[src/rtl/sobel_window_gen.sv]
// Sobel input stage: turns a raster pixel stream into 3x3 neighbourhood windows
// using two line buffers and a 3x3 shift window, one window per interior pixel.

package sobel_config_pkg;
  localparam int unsigned IMAGE_ROW_SIZE    = 5;
  localparam int unsigned IMAGE_COLUMN_SIZE = 5;
  localparam int unsigned PIXEL_WIDTH       = 8;
  localparam int unsigned ROW_W             = $clog2(IMAGE_ROW_SIZE);
  localparam int unsigned COL_W             = $clog2(IMAGE_COLUMN_SIZE);

  // [r][c] flattens so element k = r*3+c lands at bits [k*PIXEL_WIDTH +: PIXEL_WIDTH]
  typedef logic [2:0][2:0][PIXEL_WIDTH-1:0] window_t;

  typedef struct packed {
    window_t          window;
    logic [ROW_W-1:0] row;
    logic [COL_W-1:0] col;
    logic             last;
  } win_payload_t;
endpackage

module sobel_window_gen
  import sobel_config_pkg::*;
(
  input  logic                     clk_i,
  input  logic                     rst_ni,
  input  logic                     in_valid_i,
  output logic                     in_ready_o,
  input  logic [PIXEL_WIDTH-1:0]   in_pixel_i,
  output logic                     out_valid_o,
  input  logic                     out_ready_i,
  output logic [9*PIXEL_WIDTH-1:0] out_window_o,
  output logic [ROW_W-1:0]         out_row_o,
  output logic [COL_W-1:0]         out_col_o,
  output logic                     out_last_o
);

  localparam logic [ROW_W-1:0] LAST_ROW = ROW_W'(IMAGE_ROW_SIZE - 1);
  localparam logic [COL_W-1:0] LAST_COL = COL_W'(IMAGE_COLUMN_SIZE - 1);
  localparam logic [ROW_W-1:0] ROW_TWO  = ROW_W'(2);
  localparam logic [COL_W-1:0] COL_TWO  = COL_W'(2);

  typedef logic [IMAGE_COLUMN_SIZE-1:0][PIXEL_WIDTH-1:0] line_t;

  logic [ROW_W-1:0] row_q, row_d;
  logic [COL_W-1:0] col_q, col_d;
  line_t            lb1_q, lb1_d;
  line_t            lb2_q, lb2_d;
  window_t          win_q, win_d;
  logic             out_valid_q, out_valid_d;
  win_payload_t     out_q, out_d;
  logic             accept;
  logic             emit;

  // Stalled output window blocks intake so nothing is overwritten.
  assign in_ready_o = !out_valid_q || out_ready_i;

  // Counters, line buffers, shift window and output register next state.
  always_comb begin
    row_d       = row_q;
    col_d       = col_q;
    lb1_d       = lb1_q;
    lb2_d       = lb2_q;
    win_d       = win_q;
    out_valid_d = out_valid_q;
    out_d       = out_q;
    accept      = in_valid_i && in_ready_o;
    emit        = 1'b0;

    if (accept) begin
      lb2_d[col_q] = lb1_q[col_q];
      lb1_d[col_q] = in_pixel_i;

      win_d[0][0] = win_q[0][1];
      win_d[0][1] = win_q[0][2];
      win_d[0][2] = lb2_q[col_q];
      win_d[1][0] = win_q[1][1];
      win_d[1][1] = win_q[1][2];
      win_d[1][2] = lb1_q[col_q];
      win_d[2][0] = win_q[2][1];
      win_d[2][1] = win_q[2][2];
      win_d[2][2] = in_pixel_i;

      if (col_q == LAST_COL) begin
        col_d = '0;
        row_d = (row_q == LAST_ROW) ? '0 : row_q + ROW_W'(1);
      end else begin
        col_d = col_q + COL_W'(1);
      end

      // Only interior centres produce a window; col>=2 keeps row wraps out.
      emit = (row_q >= ROW_TWO) && (col_q >= COL_TWO);
    end

    if (emit) begin
      out_valid_d  = 1'b1;
      out_d.window = win_d;
      out_d.row    = row_q - ROW_W'(1);
      out_d.col    = col_q - COL_W'(1);
      out_d.last   = (row_q == LAST_ROW) && (col_q == LAST_COL);
    end else if (out_ready_i) begin
      out_valid_d = 1'b0;
    end
  end

  always_ff @(posedge clk_i or negedge rst_ni) begin
    if (!rst_ni) begin
      row_q       <= '0;
      col_q       <= '0;
      lb1_q       <= '0;
      lb2_q       <= '0;
      win_q       <= '0;
      out_valid_q <= 1'b0;
      out_q       <= '0;
    end else begin
      row_q       <= row_d;
      col_q       <= col_d;
      lb1_q       <= lb1_d;
      lb2_q       <= lb2_d;
      win_q       <= win_d;
      out_valid_q <= out_valid_d;
      out_q       <= out_d;
    end
  end

  assign out_valid_o  = out_valid_q;
  assign out_window_o = out_q.window;
  assign out_row_o    = out_q.row;
  assign out_col_o    = out_q.col;
  assign out_last_o   = out_q.last;

endmodule

[config.mk]
export PLATFORM = sky130hd
export DESIGN_NAME = sobel_window_gen
export DESIGN_NICKNAME = d
export VERILOG_FILES = /design/src/rtl/sobel_window_gen.sv
export SDC_FILE = /design/constraint.sdc
export NUM_CORES = 1
export LEC_CHECK = 0
export CAP_MARGIN = 15
export CORE_ASPECT_RATIO = 1.75
export CORE_MARGIN = 8
export CORE_UTILIZATION = 45
export CTS_CLUSTER_DIAMETER = 80
export DETAILED_ROUTE_END_ITERATION = 16
export PLACE_DENSITY = 0.61
export SYNTH_ARGS = -nofsm -noshare
export SYNTH_HDL_FRONTEND = slang
export SYNTH_SLANG_ARGS = --single-unit
export TNS_END_PERCENT = 100
[constraint.sdc]
create_clock -name clk_i -period 4 [get_ports clk_i]
set_input_delay 0.8 -clock clk_i [delete_from_list [all_inputs] [get_ports clk_i]]
set_output_delay 0.8 -clock clk_i [all_outputs]
set_load 0.02 [all_outputs]
Figure 1. Signal metal coverage by tile (run 1).
The die is cut into 13 by 21 equal tiles; dark blue is low, red is high, scaled to the fullest tile. Values are wire area over tile area, all layers added.
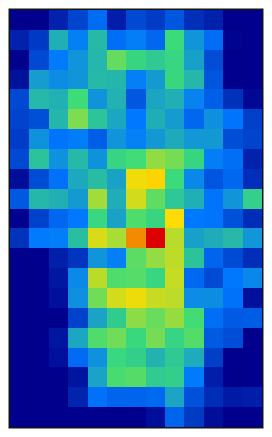
fullest tile: 0.47
tiles over half the peak: 15%
densest ninth of the die: middle
emptiest ninth of the die: bottom left
mean over tiles: 0.13

Figure 2. PDN straps and rails (run 1).
Scale bar: 50 um. Pins as bars on the die edge. Tap cells in grey.
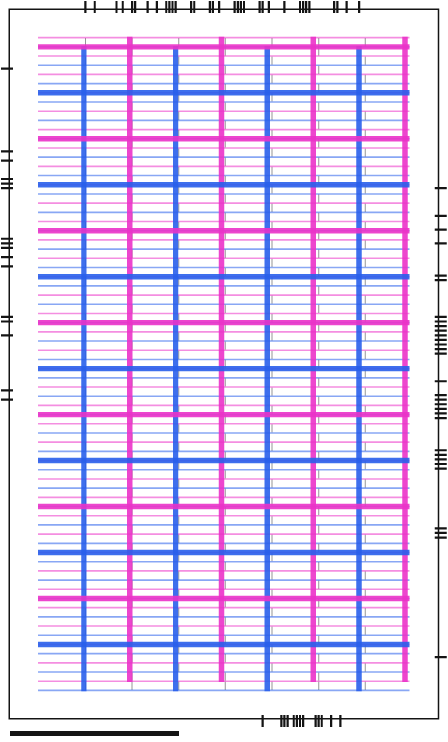
legend:
  VSS:
    colour: blue
  VDD:
    colour: magenta
rows: 71
signal pins: 93
tap cells: 255
met5 straps: 14
met1 rails: 72

==> flow_summary_export.csv, run 1 <==
group,metric,value,unit
finish,diodes,0,
die,die_h,209,um
logic_synthesis,edf_count,0,
clock_network,cts_buffers,22,
timing,holdWs,0.344,ns
logic_synthesis,netlist_area,0.00962,mm^2
run,maxCapViolations,0,
worst_setup_path,cp-start-kind,"input pin",
worst_setup_path,path_class,"input pin to primary output",
pwr,pwr-share-comb,0.385,
timing,min_period_over_period,0.762,
run_status,status,"finished clean",
logic_synthesis,syn_nets,731,
logic_synthesis,async_reset_ff_frac,1.00,
die,die-area,0.0265,mm^2
die,coreArea,0.0212,mm^2
timing,relSlewSlack,0.334,
finish,final_layout_size_suffix_gt1_frac,0.268,
run,warnings,33,
drt,drc,0,
clock_network,cts_tree,"built",
logic_synthesis,yosys_warnings,0,
drt,ant_nets,0,
pwr,p_sw_frac,0.349,
clock_network,cts_root_buf,"clkbuf_16",
pwr,internal-power,6.43,mW
clock_network,post_cts_resized,0,
die,fp_util,0.453,
finish,final.fill_count,1808,
clock_network,htree_levels,1,
pwr,pwr-share-clk,0.201,
clock_network,insertion_delay,0.50,ns
drt,viasPerCell,5.46,
timing,rsz0062_at_grt,"false",
timing,finalSetupViolCount,0,
clock_network,cts_setup_buffers,0,
drt,wl,21600,um
finish,regArea,0.00596,mm^2
drt,drt-met1-wl,8370,um
timing,drv_slew,0,
place,hpwl,14600,um
logic_synthesis,synth.avg_cell_area,13.5,um^2
logic_synthesis,yosys_cells,712,
clock_network,clkSinkCount,238,
logic_synthesis,synth_top_cell_by_count,"dfrtp_1",
place,gp_congestion,0.792,
pwr,p_seq_frac,0.414,
drt,wl_met2,11500,um
timing,tns,0,ns
timing,hold_viol,0,
finish,final_nets,819,
drt,wl_met3,1030,um
finish,synthToLayoutAreaGrowth,19.1,%
grt,track_usage,0.165,
timing,fmax,328,MHz
clock_network,path_clk_slew,0.06,ns
worst_setup_path,cp_max_fo,12,
drt,num_vias,5826,
grt,first_global_vias,6267,
finish,fin_area,0.0115,mm^2
worst_setup_path,critPathCaptureType,"primary output",
drt,drt-initial-drc-count,323,
drt,topRoutingLayerUsed,"met4",
Figure 3. Placed standard cells (run 1).
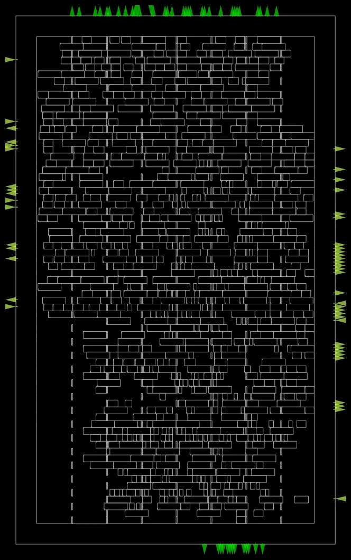
Finished Core Util: 0.540
non-filler instance count after layout: 1068
sequential cell area share: 0.520
FP Rows: 71
Flops: 238

[run 1: cell type report]
type	instances	share of cell area
Timing Repair Buffer	107	0.0939
Multi-Input combinational cell	427	0.298
Sequential cell	238	0.520
Inverter	4	0.00131
Tap cell	255	0.0278
Clock buffer	37	0.0592
[run 1: per-stage QoR]
step	instances	power, mW	setup WS (ns)
2_1_floorplan	712	6.40	1.76
3_3_place_gp	1031	7.83	0.838
3_5_place_dp	1031	8.00	0.745
4_1_cts	1068	10.0	0.928
5_1_grt	1068	10.5	0.891
6_report	1068	9.87	0.953
[run 1: power groups by stage]
stage	registers, mW	logic, mW	clock network (mW)
after floorplan	4.33	2.07	0
after global placement	4.09	3.75	0
after detailed placement	4.14	3.86	0
after CTS	4.10	3.87	2.05
after global routing	4.23	4.12	2.13
final	4.08	3.80	1.99
[run 1: metal layers]
metal / up-vias / track usage
met4: 0 / 0.0580
met1: 2965 / 0.187
met3: 40 / 0.0264
li1: 2682 / -
met2: 139 / 0.304
met5: - / 0
[run 1: critical path, cell delays in order]
cell and delay, ns:
clkdlybuf4s50_1 0.44, nand2b_2 0.32, clkdlybuf4s50_1 0.68
[run 1: registers in the layout (all words and copies together), names as in the netlist]
signal	count
out_valid_o	1
out_col_o	3
col_q	3
out_window_o	72
out_last_o	1
out_row_o	3
lb2_q	40
win_q	72
row_q	3
lb1_q	40
[run 1: cells by family (layout without fill, tap and decap cells)]
| kind of cell | after synthesis | after routing | share of synthesized area |
|---|---|---|---|
| xor+xnor | 1 | 1 | 0.000910 |
| simple gates | 119 | 119 | 0.0593 |
| compound gates | 122 | 122 | 0.0767 |
| flops | 238 | 238 | 0.619 |
| buf+inv | 47 | 148 | 0.0277 |
| mux | 178 | 178 | 0.207 |
| fa+ha+maj | 7 | 7 | 0.00910 |
[run 1: final timing paths]
check / startpoint / endpoint / slack [ns] / cells after the start
worst min register to register: lb2_q[22] / lb2_q[22] / 0.48 / 2
worst max-delay path: out_ready_i / in_ready_o / 0.95 / 3
worst min-delay path: rst_ni / out_row_o[0] / 0.34 / 1
worst max register to register: col_q[1] / lb2_q[39] / 1.36 / 5
min in group clk_i: lb2_q[22] / lb2_q[22] / 0.48 / 2
max in group asynchronous: rst_ni / lb1_q[0] / 2.72 / 2
[run 1: placed cells by master (no fill, tap or decap), types with 2 or more instances in the layout]
cell / n
buf_12: 3
a22oi_1: 4
nor2b_1: 5
nand4_1: 4
nand3_1: 6
mux2_1: 4
buf_4: 12
clkbuf_1: 9
o221a_2: 3
mux2i_1: 15
nand2b_1: 2
nor2_1: 7
a2bb2oi_1: 3
mux2_2: 158
a32oi_1: 4
inv_1: 3
clkbuf_16: 23
ha_1: 7
o21ai_0: 78
nand2_1: 80
a211oi_1: 2
a21oi_1: 9
clkdlybuf4s50_1: 91
o32ai_1: 4
o21a_1: 6
dfrtp_1: 238
clkbuf_8: 5
Figure 4. Wires at chosen ports, followed through buffers (run 1).
Scale bar: 50 um.
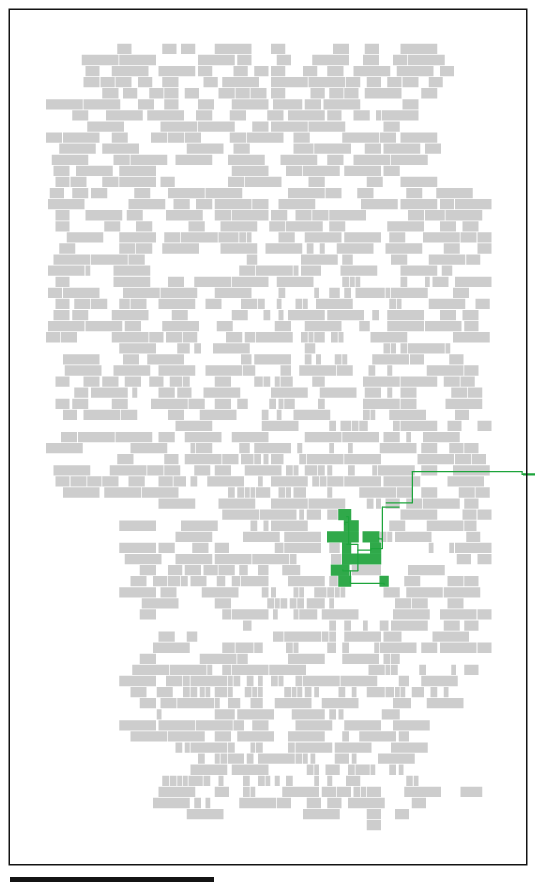

## Run 2: what changed since run 1
--- a/config.mk
+++ b/config.mk
@@ -11,7 +11,7 @@
 export CORE_UTILIZATION = 45
 export CTS_CLUSTER_DIAMETER = 80
 export DETAILED_ROUTE_END_ITERATION = 16
-export PLACE_DENSITY = 0.61
+export PLACE_DENSITY = 0.64
 export SYNTH_ARGS = -nofsm -noshare
 export SYNTH_HDL_FRONTEND = slang
 export SYNTH_SLANG_ARGS = --single-unit
==> constraint.sdc (replaced) <==
create_clock -name clk_i -period 2.63 [get_ports clk_i]
set_input_delay 0.526 -clock clk_i [delete_from_list [all_inputs] [get_ports clk_i]]
set_output_delay 0.526 -clock clk_i [all_outputs]
set_load 0.02 [all_outputs]
Figure 5. Wires at chosen ports, followed through buffers (run 2).
Scale bar: 50 um.
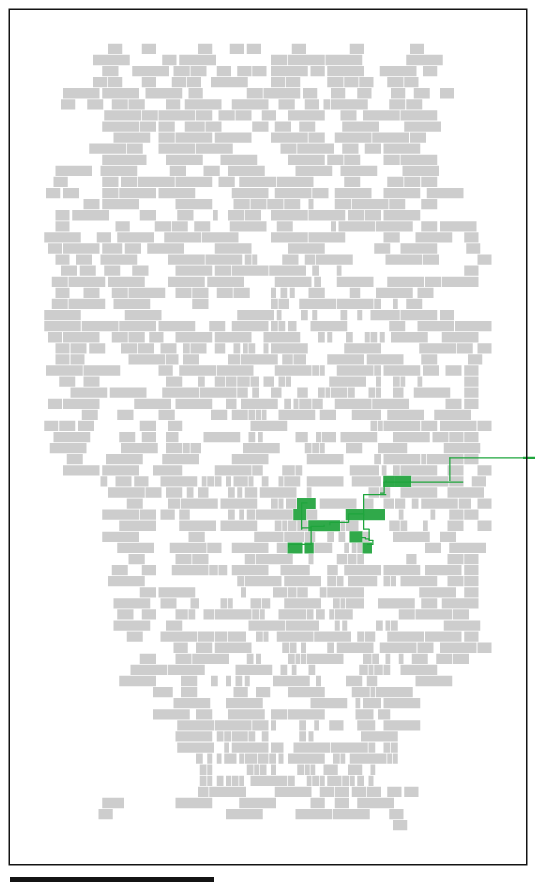
legend:
  `in_valid_i`:
    colour: green
    bits: 1
    direction: input
    end_cells: 10
    buffers: 2
    wire: 108 um

Figure 6. Placed standard cells (run 2).
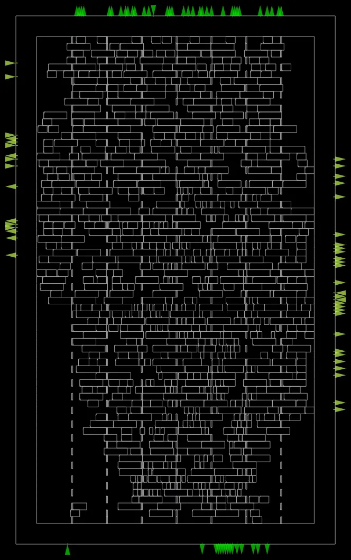
Tapcells: 255
Finished Core Util: 0.552
core box area: 0.0212 mm^2
non-filler instance count after layout: 1090
number of fill cells: 1749

==> run 2 against run 1 <==
  * Largest cell class unchanged
  * Synthesized area did not move
  * Worst setup slack worse by 0.64 ns
  * Global-route usage rose by 0.18 points
  * Critical path depth stayed put
  * Sequential share of layout area down 1.2 points
  * Wire length rose by 0.15%
  * Clock power increased by 59%
  * Core utilization increased by 1.2 points
  * Register-to-register slack worse by 0.86 ns
  * Non-clock buffer count up 20
  * Combinational power is 61% higher
  * Via count rose by 1.9%
==> flow_summary_export.csv, run 2 <==
group,metric,value,unit
run_status,status,"finished clean",
worst_setup_path,cp.depth,3,
logic_synthesis,synth.avg_cell_area,13.5,um^2
logic_synthesis,synthTopCellsByArea,"dfrtp_1, mux2_2, o21ai_0",
clock_network,cts_tree,"built",
clock_network,post_cts_resized,0,
worst_setup_path,cp_max_fo,4,
finish,lay_top_cells,"dfrtp_1, mux2_2, clkdlybuf4s50_1",
clock_network,insertion_delay,0.52,ns
run,maxCapViolations,0,
timing,finalCriticalPeriod,2.32,ns
worst_setup_path,path_buffers,2,
worst_setup_path,reg2reg_to,"out_window_o[65]",
logic_synthesis,async_reset_ff_frac,1.00,
clock_network,clock_path_buffers,3,
min_path,hold_class,"register to register",
pwr,internal-power,10.1,mW
finish,final_layout_size_suffix_gt1_frac,0.291,
logic_synthesis,synth_top_area_share,0.619,
place,port_buffers,92,
finish,synthToLayoutAreaGrowth,21.8,%
worst_setup_path,crit_path_max_incr_delay,0.64,ns
grt,grt_overflow,0,
pwr,p_per_area,1320,mW/mm^2
grt,antenna_found_initial,0,
timing,relSlewSlack,0.390,
place,gp_congestion,0.778,
timing,min_period_over_period,0.881,
pwr,pwr-share-clk,0.206,
grt,first_global_vias,6462,
drt,wl_met3,1010,um
worst_setup_path,reg2reg_slack,0.50,ns
finish,lay_top_count,"dfrtp_1",
drt,drc,0,
die,num_rows,71,
run,warnings,31,
logic_synthesis,ff_type,"dfrtp_1",
drt,drt-initial-drc-count,354,
logic_synthesis,synth_cell_types,52,
die,die_h,209,um
worst_setup_path,crit_path_end,"in_ready_o",
die,ios,93,
worst_setup_path,critPathLaunch,"out_ready_i",
pwr,pwr-share-comb,0.396,
place,hpwl,14800,um
logic_synthesis,yosys.area.top_type,"dfrtp_1",
place,place_ws,0.228,ns
drt,topRoutingLayerUsed,"met4",
drt,ant_nets,0,
timing,worst-slew-pin-transition,0.914,ns
grt,grt_max_degree,78,
die,die-area,0.0265,mm^2
worst_setup_path,cp.required,2.10,ns
die,die-width,127,um
logic_synthesis,ys_ff,238,
clock_network,path_clk_slew,0.06,ns
worst_setup_path,path_cells,"clkdlybuf4s50_1, nand2b_2, clkdlybuf4s50_1",
worst_setup_path,path_class,"input pin to primary output",
drt,wl_met2,11700,um
logic_synthesis,syn_inst,712,
pwr,peakVddDrop,0.653,mV
timing,holdWs,0.475,ns
logic_synthesis,synth_top_cell_by_count,"dfrtp_1",
worst_setup_path,critPathCaptureType,"primary output",
clock_network,htree_levels,1,
logic_synthesis,seq_area_frac_synth,0.619,
pwr,p_sw_frac,0.347,
drt,dr.pass1.iters,4,
worst_setup_path,worstReg2RegStart,"row_q[0]",
timing,tns,0,ns
worst_setup_path,slowest_stage,"clkdlybuf4s50_1",
worst_setup_path,cp-start-kind,"input pin",
timing,rsz0062_at_grt,"false",
worst_setup_path,r2r_cells,6,
finish,diodes,0,
finish,final_nets,840,
clock_network,clkSinkCount,238,
pwr,p_seq_frac,0.399,
logic_synthesis,syn_nets,731,
timing,clock_skew,0.0196,ns
finish,fin_area,0.0117,mm^2
timing,fmax,431,MHz
drt,viasPerCell,5.45,
worst_setup_path,cpMostUsedCell,"clkdlybuf4s50_1",
logic_synthesis,top_cells_by_count,"dfrtp_1, mux2_2, nand2_1",
die,fp_util,0.453,
logic_synthesis,ys_area,0.00962,mm^2
grt,grt_pass1_wl,35200,um
place,dpl-instance-area,0.0110,mm^2
worst_setup_path,critical-path-top-delay-family,"buffers and inverters",
pwr,p_switching,5.35,mW
pwr,p_leak,5.17,nW
worst_setup_path,worst-endpoint-arrival,1.79,ns
clock_network,cts_buffers,23,
logic_synthesis,yosys_warnings,0,
logic_synthesis,netlist_area,0.00962,mm^2
logic_synthesis,yosys_cells,712,
timing,finalSetupViolCount,0,
drt,drt-met1-wl,8170,um
place,dp.cells,1050,
timing,drv_slew,0,
timing,hold_viol,0,
clock_network,cts_setup_buffers,0,
logic_synthesis,edf_count,0,
timing,fin_ws,0.312,ns
clock_network,cts_root_buf,"clkbuf_16",
Figure 7. Signal metal coverage by tile (run 2).
The die is cut into 13 by 21 equal tiles; dark blue is low, red is high, scaled to the fullest tile. Values are wire area over tile area, all layers added.
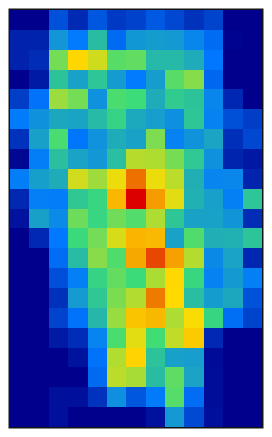
densest ninth of the die: middle
nearly empty tiles: 18%
tiles over half the peak: 23%
fullest tile: 0.41
average wire per standard cell: 19.8 um
Routed WL: 21600 um
GRT Resource Usage Total: 0.167
vias: 5937

[run 2: cell counts after synthesis]
Identical to the previous run, type by type.
[run 2: area by class of cell]
cell class                      instances  area [um^2]
Clock buffer                           32          649
Clock inverter                          7         77.6
Fill cell                            1749         9510
Inverter                                4         15.0
Multi-Input combinational cell        427         3410
Sequential cell                       238         5960
Tap cell                              255          319
Timing Repair Buffer                  127         1290
[run 2: cells by family (layout without fill, tap and decap cells)]
family | Yosys count | after routing | share of synthesized area
AOI/OAI and AO/OA | 122 | 122 | 0.0767
xor gates and xnor gates | 1 | 1 | 0.000910
adders and majority gates | 7 | 7 | 0.00910
buffers and inverters | 47 | 170 | 0.0277
DFF | 238 | 238 | 0.619
muxes | 178 | 178 | 0.207
and+or+nand+nor | 119 | 119 | 0.0593
[run 2: worst min-delay path by stage]
stage / cells past startpoint / startpoint / slack [ns] / end
floorplan: 0 / rst_ni / 0.23 / col_q[0]
global placement: 2 / lb2_q[37] / 0.45 / lb2_q[37]
detailed placement: 2 / lb2_q[37] / 0.46 / lb2_q[37]
CTS: 2 / lb2_q[37] / 0.48 / lb2_q[37]
global route: 1 / win_q[27] / 0.50 / win_q[27]
finish: 2 / lb2_q[37] / 0.47 / lb2_q[37]
[run 2: metal layers]
metal | vias up | track usage
li1 | 2741 | -
met1 | 3027 | 0.185
met2 | 131 | 0.307
met3 | 38 | 0.0287
met4 | 0 | 0.0684
met5 | - | 0
[run 2: repair_timing]
item / CTS / global route
endpoints found under the setup margin: 0 / 0
hold buffers: 1 / 0
endpoints found under the hold margin: 52 / 0
[run 2: per-stage QoR]
step	power (mW)	utilization
2_1_floorplan	9.74	-
3_3_place_gp	12.2	0.517
3_5_place_dp	12.4	0.517
4_1_cts	15.6	0.552
5_1_grt	16.4	0.552
6_report	15.4	0.552
[run 2: power by group through the flow]
stage	clock network (mW)	registers, mW	logic [mW]
final	3.17	6.15	6.10
after global routing	3.40	6.36	6.62
after CTS	3.27	6.17	6.21
after floorplan	0	6.58	3.15
after detailed placement	0	6.23	6.18
after global placement	0	6.15	6.03
[run 2: worst register-to-register path: stages (launching register included)]
cell       delay, ns
dfrtp_1         0.44
inv_1           0.11
ha_1            0.20
or3_1           0.48
o2111ai_4       0.16
buf_12          0.25
mux2_2          0.39
Power is estimated from default activity; no workload was simulated.
